**Run 1: a small window of the routed layout**

Window x 29 to 54, y 29 to 54 µm. Cells in grey, sequential cells in the stronger grey; small squares are vias.
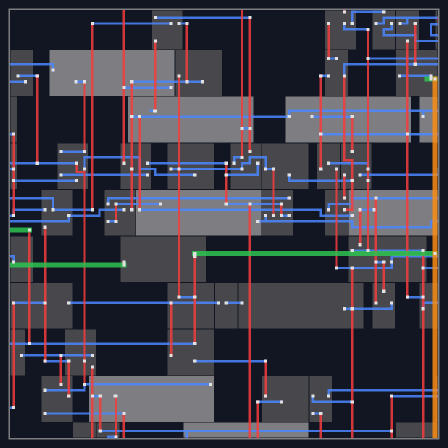
**Run 1: track usage over the die**

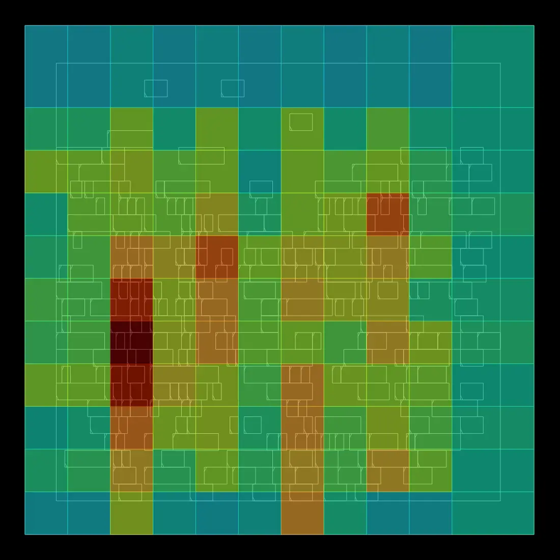
**Run 1: the metal 2 layer**

Scale: 4 px per µm.
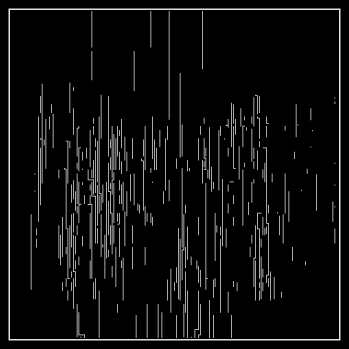
--- src/rtl/comb_sweep_pkg.sv ---
// Shared types, MISR constants and MISR step function for the comb_sweep block.
package comb_sweep_pkg;

  localparam int unsigned SIG_W = 16;

  typedef enum logic [1:0] {
    IDLE  = 2'd0,
    APPLY = 2'd1,
    EMIT  = 2'd2,
    DONE  = 2'd3
  } state_e;

  localparam logic [SIG_W-1:0] MISR_POLY = 16'h1021;
  localparam logic [SIG_W-1:0] MISR_SEED = 16'hFFFF;

  // Shift-left LFSR with feedback on the MSB, then fold in the data word.
  function automatic logic [SIG_W-1:0] misr_step(input logic [SIG_W-1:0] sig,
                                                 input logic [SIG_W-1:0] data);
    logic [SIG_W-1:0] shifted;
    shifted = {sig[SIG_W-2:0], 1'b0} ^ (sig[SIG_W-1] ? MISR_POLY : '0);
    return shifted ^ data;
  endfunction

endpackage

--- src/rtl/comb_sweep_ctrl_if.sv ---
// Truth-table row stream: one captured DUT output word per input vector.
interface comb_sweep_ctrl_if #(
  parameter int unsigned N_IN  = 3,
  parameter int unsigned N_OUT = 4
);
  logic             tt_valid;
  logic             tt_ready;
  logic [N_IN-1:0]  tt_index;
  logic [N_OUT-1:0] tt_data;

  modport master (output tt_valid, output tt_index, output tt_data, input tt_ready);
  modport slave  (input tt_valid, input tt_index, input tt_data, output tt_ready);
endinterface

--- src/rtl/comb_sweep_misr.sv ---
// 16-bit MISR register: seed load has priority over a step.
module comb_sweep_misr
  import comb_sweep_pkg::*;
(
  input  logic             clk,
  input  logic             rst_n,
  input  logic             seed_en,
  input  logic             step_en,
  input  logic [SIG_W-1:0] data,
  output logic [SIG_W-1:0] sig
);

  logic [SIG_W-1:0] sig_d;
  logic [SIG_W-1:0] sig_q;

  always_comb begin
    sig_d = sig_q;
    if (seed_en) begin
      sig_d = MISR_SEED;
    end else if (step_en) begin
      sig_d = misr_step(sig_q, data);
    end
  end

  always_ff @(posedge clk) begin
    if (!rst_n) begin
      sig_q <= MISR_SEED;
    end else begin
      sig_q <= sig_d;
    end
  end

  assign sig = sig_q;

endmodule

--- src/rtl/comb_sweep_ctrl.sv ---
// Exhaustive sweep sequencer for a small combinational netlist: drives every input
// vector, streams captured rows and folds them into a MISR. COMB_SWEEP_EQUIV_EN adds a
// reference-netlist compare (mismatch / first_bad_idx).
module comb_sweep_ctrl
  import comb_sweep_pkg::*;
#(
  parameter int unsigned N_IN       = 3,
  parameter int unsigned N_OUT      = 4,
  parameter int unsigned SETTLE_CYC = 1
) (
  input  logic                 clk,
  input  logic                 rst_n,
  input  logic                 start,
  input  logic                 abort,
  output logic                 busy,
  output logic                 done,
  output logic                 aborted,
  output logic [N_IN-1:0]      dut_in,
  input  logic [N_OUT-1:0]     dut_out,
  comb_sweep_ctrl_if.master    tt,
  output logic [SIG_W-1:0]     signature
`ifdef COMB_SWEEP_EQUIV_EN
  ,
  input  logic [N_OUT-1:0]     dut_ref_out,
  output logic                 mismatch,
  output logic [N_IN-1:0]      first_bad_idx
`endif
);

  // One extra index bit so the last-vector compare never wraps.
  localparam int unsigned      IDX_W    = N_IN + 1;
  localparam int unsigned      CNT_W    = (SETTLE_CYC > 1) ? $clog2(SETTLE_CYC) : 1;
  localparam logic [IDX_W-1:0] IDX_LAST = IDX_W'((1 << N_IN) - 1);
  localparam logic [CNT_W-1:0] CNT_LAST = CNT_W'(SETTLE_CYC - 1);

  state_e             state_d,    state_q;
  logic [IDX_W-1:0]   idx_d,      idx_q;
  logic [CNT_W-1:0]   cnt_d,      cnt_q;
  logic               busy_d,     busy_q;
  logic               done_d,     done_q;
  logic               aborted_d,  aborted_q;
  logic [N_IN-1:0]    dut_in_d,   dut_in_q;
  logic               tt_valid_d, tt_valid_q;
  logic [N_IN-1:0]    tt_index_d, tt_index_q;
  logic [N_OUT-1:0]   tt_data_d,  tt_data_q;
  logic               seed_en;
  logic               step_en;

  // Next-state and registered-output logic; abort overrides every transition.
  always_comb begin
    state_d    = state_q;
    idx_d      = idx_q;
    cnt_d      = cnt_q;
    busy_d     = busy_q;
    done_d     = 1'b0;
    aborted_d  = 1'b0;
    tt_valid_d = tt_valid_q;
    tt_index_d = tt_index_q;
    tt_data_d  = tt_data_q;
    seed_en    = 1'b0;
    step_en    = 1'b0;

    if (abort && (state_q != IDLE)) begin
      state_d    = IDLE;
      busy_d     = 1'b0;
      tt_valid_d = 1'b0;
      aborted_d  = 1'b1;
    end else begin
      unique case (state_q)
        IDLE: begin
          if (start) begin
            state_d = APPLY;
            idx_d   = '0;
            cnt_d   = '0;
            busy_d  = 1'b1;
            seed_en = 1'b1;
          end
        end
        APPLY: begin
          if (cnt_q == CNT_LAST) begin
            state_d    = EMIT;
            tt_valid_d = 1'b1;
            tt_index_d = idx_q[N_IN-1:0];
            tt_data_d  = dut_out;
            step_en    = 1'b1;
          end else begin
            cnt_d = cnt_q + CNT_W'(1);
          end
        end
        EMIT: begin
          if (tt_valid_q && tt.tt_ready) begin
            tt_valid_d = 1'b0;
            if (idx_q == IDX_LAST) begin
              state_d = DONE;
              busy_d  = 1'b0;
              done_d  = 1'b1;
            end else begin
              state_d = APPLY;
              idx_d   = idx_q + IDX_W'(1);
              cnt_d   = '0;
            end
          end
        end
        DONE: begin
          state_d = IDLE;
        end
        default: begin
          state_d = IDLE;
        end
      endcase
    end

    dut_in_d = (state_d == IDLE) ? '0 : idx_d[N_IN-1:0];
  end

  always_ff @(posedge clk) begin
    if (!rst_n) begin
      state_q    <= IDLE;
      idx_q      <= '0;
      cnt_q      <= '0;
      busy_q     <= 1'b0;
      done_q     <= 1'b0;
      aborted_q  <= 1'b0;
      dut_in_q   <= '0;
      tt_valid_q <= 1'b0;
      tt_index_q <= '0;
      tt_data_q  <= '0;
    end else begin
      state_q    <= state_d;
      idx_q      <= idx_d;
      cnt_q      <= cnt_d;
      busy_q     <= busy_d;
      done_q     <= done_d;
      aborted_q  <= aborted_d;
      dut_in_q   <= dut_in_d;
      tt_valid_q <= tt_valid_d;
      tt_index_q <= tt_index_d;
      tt_data_q  <= tt_data_d;
    end
  end

  comb_sweep_misr u_misr (
    .clk     (clk),
    .rst_n   (rst_n),
    .seed_en (seed_en),
    .step_en (step_en),
    .data    (SIG_W'(dut_out)),
    .sig     (signature)
  );

`ifdef COMB_SWEEP_EQUIV_EN
  logic            mismatch_d,      mismatch_q;
  logic [N_IN-1:0] first_bad_idx_d, first_bad_idx_q;

  // Sticky compare against the reference netlist at capture; cleared on start.
  always_comb begin
    mismatch_d      = mismatch_q;
    first_bad_idx_d = first_bad_idx_q;
    if (seed_en) begin
      mismatch_d      = 1'b0;
      first_bad_idx_d = '0;
    end else if (step_en && !mismatch_q && (dut_out != dut_ref_out)) begin
      mismatch_d      = 1'b1;
      first_bad_idx_d = idx_q[N_IN-1:0];
    end
  end

  always_ff @(posedge clk) begin
    if (!rst_n) begin
      mismatch_q      <= 1'b0;
      first_bad_idx_q <= '0;
    end else begin
      mismatch_q      <= mismatch_d;
      first_bad_idx_q <= first_bad_idx_d;
    end
  end

  assign mismatch      = mismatch_q;
  assign first_bad_idx = first_bad_idx_q;
`endif

  assign busy        = busy_q;
  assign done        = done_q;
  assign aborted     = aborted_q;
  assign dut_in      = dut_in_q;
  assign tt.tt_valid = tt_valid_q;
  assign tt.tt_index = tt_index_q;
  assign tt.tt_data  = tt_data_q;

endmodule

--- src/flat_wrapper.sv ---
// flat-port wrapper written by rule: the top's interface ports become plain ports
module comb_sweep_ctrl_flat import comb_sweep_pkg::*;
#(
  parameter int unsigned N_IN       = 3,
  parameter int unsigned N_OUT      = 4,
  parameter int unsigned SETTLE_CYC = 1
)
  (clk, rst_n, start, abort, busy, done, aborted, dut_in, dut_out, signature, tt_tt_valid, tt_tt_index, tt_tt_data, tt_tt_ready);
  comb_sweep_ctrl_if #(.N_IN(N_IN), .N_OUT(N_OUT)) tt_i ();
  input  logic clk;
  input  logic rst_n;
  input  logic start;
  input  logic abort;
  output logic busy;
  output logic done;
  output logic aborted;
  output logic [N_IN-1:0] dut_in;
  input  logic [N_OUT-1:0] dut_out;
  output logic [SIG_W-1:0] signature;
  output wire logic [$bits(tt_i.tt_valid)-1:0] tt_tt_valid;
  output wire logic [$bits(tt_i.tt_index)-1:0] tt_tt_index;
  output wire logic [$bits(tt_i.tt_data)-1:0] tt_tt_data;
  input wire logic [$bits(tt_i.tt_ready)-1:0] tt_tt_ready;
  assign tt_tt_valid = tt_i.tt_valid;
  assign tt_tt_index = tt_i.tt_index;
  assign tt_tt_data = tt_i.tt_data;
  assign tt_i.tt_ready = tt_tt_ready;
  comb_sweep_ctrl #(.N_IN(N_IN), .N_OUT(N_OUT), .SETTLE_CYC(SETTLE_CYC)) u_core (.clk(clk), .rst_n(rst_n), .start(start), .abort(abort), .busy(busy), .done(done), .aborted(aborted), .dut_in(dut_in), .dut_out(dut_out), .tt(tt_i), .signature(signature));
endmodule
--- config.mk ---
export PLATFORM = sky130hd
export DESIGN_NAME = comb_sweep_ctrl_flat
export DESIGN_NICKNAME = d
export VERILOG_FILES = /design/src/rtl/comb_sweep_pkg.sv /design/src/rtl/comb_sweep_ctrl_if.sv /design/src/rtl/comb_sweep_misr.sv /design/src/rtl/comb_sweep_ctrl.sv /design/src/flat_wrapper.sv
export SDC_FILE = /design/constraint.sdc
export NUM_CORES = 1
export LEC_CHECK = 0
export ABC_AREA = 1
export ABC_CLOCK_PERIOD_IN_PS = 1600
export CAP_MARGIN = 20
export CORE_MARGIN = 5
export CORE_UTILIZATION = 30
export DETAILED_ROUTE_END_ITERATION = 16
export PLACE_DENSITY_LB_ADDON = 0.2
export SLEW_MARGIN = 30
export SYNTH_ARGS = -nofsm -noshare
export SYNTH_HDL_FRONTEND = slang
export SYNTH_SLANG_ARGS = --single-unit
--- constraint.sdc ---
create_clock -name clk -period 1.6 [get_ports clk]
set_input_delay 0.16 -clock clk [delete_from_list [all_inputs] [get_ports clk]]
set_output_delay 0.16 -clock clk [all_outputs]
set_load 0.03 [all_outputs]
==> notes.md, run 1 <==
Physical implementation

The flow ran to the end, and the final reports show no timing, DRC or antenna violations. For hold timing, the worst endpoint is u_core.tt.tt_valid. After synthesis the cells add up to 0.001567 mm². After clock tree synthesis, the setup repair step added 0 buffers. The x dimension of the die is 82.26 µm.

The power drawn by the sequential cells is 0.00123 W. The share of the final layout cell area in multi-input gates is 0.3298. According to the timing report, the critical path is captured at signature[0].

TritonCTS built the clock tree. Per the log, the first TritonRoute iteration ended with a DRC count of 91. Summed over all instances, the cell type with the most area after synthesis is sky130_fd_sc_hd__dfxtp_1. The layout has 50 buffers outside the clock class.

The tally of buffers added on design ports is 38. The data-path buffer share of cell area in the final layout is 0.2214. The path type of the worst setup path is reg2out. Endpoints failing hold in the final report were tallied at 0. Fill cells in the final layout number 525. The number of non-clock inverters is 23.

The mean instance size in the synthesized netlist is 7.794 µm². In this run the critical register-to-register path is launched from u_core.state_q[0]. The weighted congestion reported at the end of routability-driven placement is 0.7847.

The start point of the worst hold path is u_core.tt.tt_valid. The kind of capture point of the worst setup path is a primary output. The total number of multi-input combinational cells is 136. According to the dpl log, the detail-placed design has an HPWL of 2797 µm. The total of clock buffers placed in the layout is 6.

The final count of negative-setup-slack endpoints is 0. The biggest combinational cell group after synthesis is simple AND/OR/NAND/NOR gates. The required time at the endpoint of the critical path is 1440 ps. By instance count, the leading cell after synthesis is sky130_fd_sc_hd__nand2_1. The part of the cycle the worst path needs is 0.9483. The highest signal layer in the routed design is met4. The mean number of vias per cell is 4.415. Among all stages on the critical path, the largest delay is contributed by sky130_fd_sc_hd__clkdlybuf4s50_1. The kind of start point of the critical path is a flop.

The start point of the critical path is u_core.u_misr.sig[0]. The layout report lists the combined flip-flop and latch area as 723.2 µm². The tightest min-delay check is of the reg2reg type. The report lists the number of standard-cell rows as 26.

The total number of nets in the final design is 265. Wire segments on met3 add up to 188 µm in the final route. The synthesis report names the predominant flop master as sky130_fd_sc_hd__dfxtp_1.

Dividing total power by cell area gives a power density of 1820 mW/mm². The synthesis log from Yosys contains 0 warnings. Among logic cells in the layout, the one with the most instances is sky130_fd_sc_hd__nand2_1. The global-route wire length before repair is 6216 µm. The share of total power in the clock network is 0.194. For this block, the routed nets add up to 3686 µm of wire.

The share of post-route cells with drive strength above 1 is 0.1700. Measured on the final layout, the clock distribution area share stands at 0.04807. The clock period minus final worst setup slack is 1517 ps. The pin closest to its max-slew limit shows a slew of 319.4 ps. The count of buffering cells on the critical path with inverters included is 1. The biggest fanout along the worst timing path is 3. In this run, the synthesized area fraction spent on AND-OR/OR-AND gates is recorded as 0.1222. The CTS root buffer is sky130_fd_sc_hd__clkbuf_8. The quantity of gates resized following cts is 0. The core region is 0.005075 mm². The worst slack at placement is 4.037 ps. In the Yosys report the total cell count is 201.

As reported, the later end of the worst-skew pair has a clock insertion delay of 290 ps. The register share of the cell area is 0.3231. The net switching power is 0.001684 W. The synthesis area per yosys is 0.001567 mm². The number of different library cells used by synthesis comes to 22. The flow reports an fmax of 0.6591 GHz. The smallest hold slack is 474.2 ps. The number of enable-type register cells in the synthesized netlist is 0.

Ranked by total cell area, the synthesized netlist is headed by sky130_fd_sc_hd__dfxtp_1 (46%), sky130_fd_sc_hd__nand2_1 (12%), sky130_fd_sc_hd__nand3_1 (6.7%). The final power report lists total power as 0.004074 W. The die is 82.26 µm tall.

The count of nets left with antenna violations once routing finished came out at 0. The number of global-route vias before repair is 1418. The die covers 0.006767 mm². The floorplan report lists the tap cell count as 70. The switching share of total power is 0.4134. The instance count on the critical path is 1. Setup repair after global routing could not meet its margin everywhere. The registers of the reported paths see a clock transition of 70 ps. The timing report attributes the biggest portion of critical-path delay to buffers and inverters. The finished cells cover 0.002238 mm². The number of cells on the worst hold path is 2.

The parity-gate share of the synthesized area counting xor and xnor cells is 0.03355. Per the timing report, the most critical flop-to-flop path finishes at u_core.tt.tt_index[2]. The placed cell area is 0.002074 mm². The number of max-cap violations is 0.

The largest part of the power goes to combinational cells. The critical path data arrival time is 1360 ps. The worst setup slack for register-to-register paths is 120 ps. The max-slew headroom at the worst pin is 0.7864. For this design the static power due to leakage is 1.014 nW. Summing over the stages, the warning tally comes to 29. The aggregate negative setup slack is 0 ps. The non-filler instance count after layout is 323. The largest net degree at the start of global routing is 27. The leftover overflow at the end of global routing is 0. Yosys reports that the most numerous cell types are sky130_fd_sc_hd__nand2_1 (50), sky130_fd_sc_hd__dfxtp_1 (36), sky130_fd_sc_hd__nand3_1 (21).

The I/O pin count is 39. The clock net sink count is 36. The library cells used most frequently in the layout, excluding fill and tap cells, are sky130_fd_sc_hd__nand2_1 (50), sky130_fd_sc_hd__clkdlybuf4s50_1 (38), sky130_fd_sc_hd__dfxtp_1 (34). For this run, the detailed router's first-pass iteration total came to 4.

The area-dominant cell class after layout is multi-input combinational cells. Of the total synthesized cell area, the portion taken by full adders, half adders and majority gates is 0.03195. The cell sequence reported for the critical path is clkdlybuf4s50_1.

The routed layout reports a DRC error count of 0. The met2 routed wirelength is 1758 µm. The H-tree was split into 2 levels. Pins over their slew limit in the final report were tallied at 0. The power in the clock group is 0.000790 W. The area fraction of the dominant cell type after synthesis is 0.4601. Synthesis produced a netlist whose cell count is 201. The number of nets at floorplan is 214. The mux share of post-synthesis cell area is 0. For this design, the CTS-stage hold fixing added 0 buffers. The post-placement cell count is 311. After layout, the worst setup slack is 82.78 ps.
About 'a small window of the routed layout':
Key: blue = met1; orange = met4; green = met3; red = met2
38 logic cells have their middle in the window. Sequential cells in the window: 6. Most frequent: nand2_1 (6), buf_4 (6), dfxtp_1 (6). Netlist names of flops here include u_core.tt.tt_index (3), u_core.u_misr.sig (2).

About 'track usage over the die':
met1 GRT Util: 0.1383
busiest metal layer after global routing: met2
mean routed wirelength per cell: 11.41 µm
met3 routing resource usage after global routing: 0.03905
Tot GR Track Use: 0.1201

About 'the metal 2 layer':
The layer holds 48% of the routed length. The wires run mostly vertical. 215 nets have wire on it. The longest straight run is 27.0 µm.
overall via count from detail_route: 1426
met2 Use GR: 0.2035

**Run 1: cells by drive strength**

Scale: 6 px per µm.
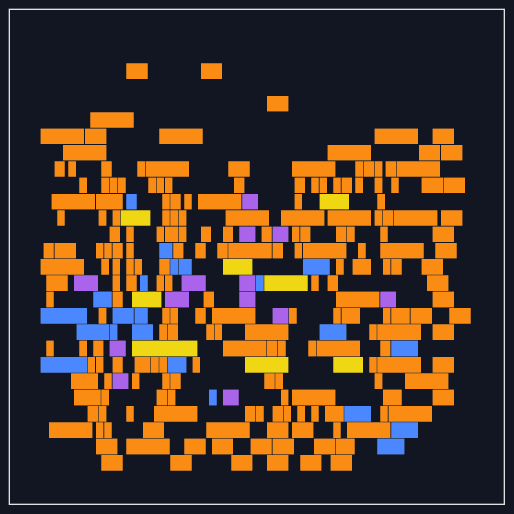

==> run 2, diff against run 1 <==
ABC_AREA = unset   (was 1)
CORE_UTILIZATION = 46   (was 30)
**Run 2: cells by drive strength**

Scale: 8 px per µm.
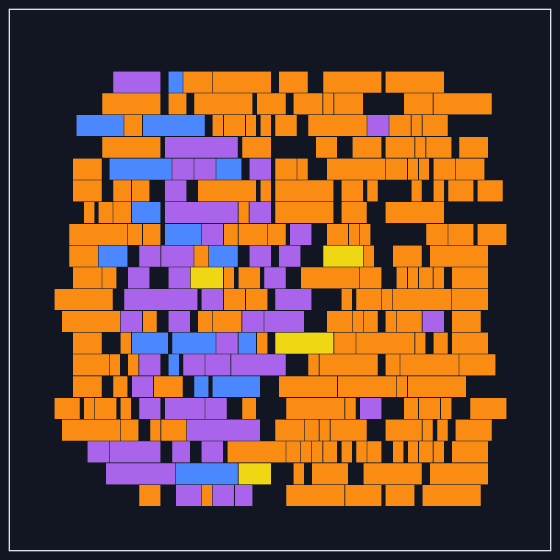
Key: orange = drive 1 or less [cells 175, most used nand2_1]; yellow = drive 6 and up [cells 4, most used buf_6]; blue = drive 2 [cells 16, most used dfxtp_2]; purple = drive 3 to 4 [cells 45, most used buf_4]
Layout Area Growth over Synthesis: 57.04%
Layout Cell Area excl Fill: 0.002387 mm²
setup ws final: -47.54 ps

==> run 2 against run 1 <==
Compared with the run above:
- die size fell by 33%
- critical path depth rose by 4
- sequential power fell by 6%
- register-to-register slack got worse by 170 ps
- the run now ends with setup timing left
- first-iteration DRC count rose by 71%
==> notes.md, run 2 <==
Physical implementation

The flow ran to the end, but the final reports show violations. The checks that failed: setup timing. The most common cell in the netlist is sky130_fd_sc_hd__nand2_1. The area-dominant cell class after layout is multi-input combinational cells. The max-slew violation total from the final report came to 0 (unchanged). The slew of the pin with the lowest slew margin is 333.7 ps (+14.31 ps). The area enclosed by the die boundary is 0.004554 mm² (-33%). The H-tree level count is 2 (unchanged). The first-iteration detailed-routing DRC count is 156 (+71%). The tree is rooted in a sky130_fd_sc_hd__clkbuf_4. The quantity of gates resized following cts came to 14 (+14). The I/O pin count came to 39 (unchanged). The final count of hold timing violations is 0 (unchanged). The kind of start point of the critical path is a flop. The min-delay analysis places its worst path in the category in2reg.

The tally of buffers added on design ports is 38 (unchanged). The final setup slack of the worst path came to -47.54 ps (-130.3 ps). The max-slew headroom at the worst pin is 0.7755 (-0.01092).

The count of hold buffers inserted by post-cts repair was 0 (unchanged). The power drawn by the sequential cells is 0.00116 W (-6%). The mean instance size in the synthesized netlist is 8.638 µm² (+11%). In this run the critical path is formed by inv_4, ha_4, or4_4, a21oi_4, mux2i_1. The cell area power density came to 1424 mW/mm² (-22%). The worst slack at placement came to -131.9 ps (-135.9 ps). The static power due to leakage is 0.9853 nW (-2.9%).

The routed wirelength normalized by instance count is 15.32 µm (+34%). The clock period minus final worst setup slack is 1648 ps (+130.3 ps). Per STA, the worst path accumulates the most delay in the family simple AND/OR/NAND/NOR gates. The placed wire-length estimate after detailed placement is 2795 µm (about the same). The part of the cycle the worst path needs is 1.030 (+0.08145). The count of tool warnings is 31 (+6.9%). The area fraction of the dominant cell type after synthesis was 0.4741 (+0.01401).

The yosys synthesis warning count was 0 (unchanged). The total number of multi-input combinational cells is 127 (-6.6%). The start point of the critical path is u_core.state_q[1]. The gate count of the mapped netlist is 176 (-12%).

The standard-cell row count came to 20 (-23%). In this run the most used layer during global routing was met2. The distinct cell type count of the synthesized netlist was 36 (+64%).

The worst setup slack for register-to-register paths is -50 ps (-170 ps). The number of non-clock inverters is 4 (-83%). The final count of negative-setup-slack endpoints is 5 (+5).

The library cells used most frequently in the layout, excluding fill and tap cells, are sky130_fd_sc_hd__nand2_1 (44), sky130_fd_sc_hd__dfxtp_1 (32), sky130_fd_sc_hd__buf_4 (24). The met2 layer usage reported by global route is 0.3536 (+0.1501). Per report_power, the top consumer among the power groups is combinational cells.

The end of the critical path is u_core.idx_q[3]. The library cell contributing the largest single delay on the critical path is sky130_fd_sc_hd__or4_4. The met3 global-route usage is 0.05491 (+0.01586). The critical path data arrival time is 1930 ps (+570 ps). The worst setup path is captured at a flop. The largest net degree at the start of global routing came to 30 (+11%). The non-filler instance count after layout is 284 (-12%). The met1 usage in global routing is 0.2164 (+0.07811). The worst-skew pair later-pin latency is 350 ps (+60 ps). The synthesis area per yosys came to 0.001520 mm² (-3.0%).

The clock-pin slew on the worst setup and hold paths was 110 ps (+40 ps). The buffers inserted during post-CTS setup optimization is 2 (+2). Yosys attributes the largest share of cell area to sky130_fd_sc_hd__dfxtp_1 (47%), sky130_fd_sc_hd__nand2_1 (11%), sky130_fd_sc_hd__nand3_1 (4.9%). The biggest combinational cell group after synthesis is simple AND/OR/NAND/NOR gates. The adder-cell share of the synthesized area was 0.03292 (+0.0009729). The clock-cell share of area is 0.02568 (-0.02239). The share of the final layout cell area in multi-input gates was 0.3747 (+0.04495). The overall track demand over capacity in global routing came to 0.1973 (+0.07718).

The net switching power was 0.001372 W (-19%). The power in the clock group came to 0.000520 W (-34%). The count of buffering cells on the critical path with inverters included was 1 (unchanged). Looking at the setup timing report, the critical path kind is reg2reg. The number of cells on the worst hold path came to 3 (+1). The mean number of vias per cell was 5.285 (+20%). The number of max-cap violations is 0 (unchanged). The share of post-route cells with drive strength above 1 is 0.2708 (+0.1009).

The top achievable clock speed is 0.6070 GHz (-7.9%). The count of buffers not belonging to the clock network in the layout is 65 (+30%). TritonCTS built the clock tree. The aggregate negative setup slack is -139.0 ps (-139.0 ps). The parity-gate share of the synthesized area counting xor and xnor cells is 0.03457 (+0.001022).

The number of antenna-violating nets in the routed design is 0 (unchanged). The register area is 728.2 µm² (+0.69%).
**Run 2: the metal 2 layer**

Scale: 6 px per µm.
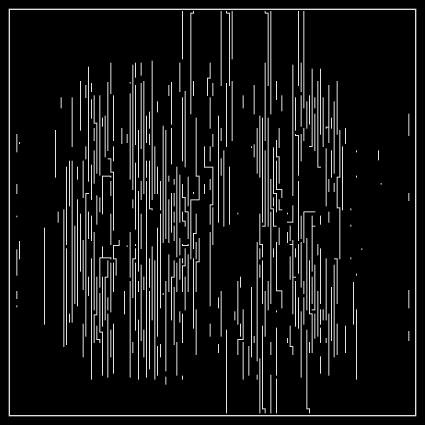
The longest straight run is 32.6 µm. 222 nets have wire on it.
WL final: 4352 µm
overall via count from detail_route: 1501

No activity file was given, so power comes from the tool's default toggle rates.
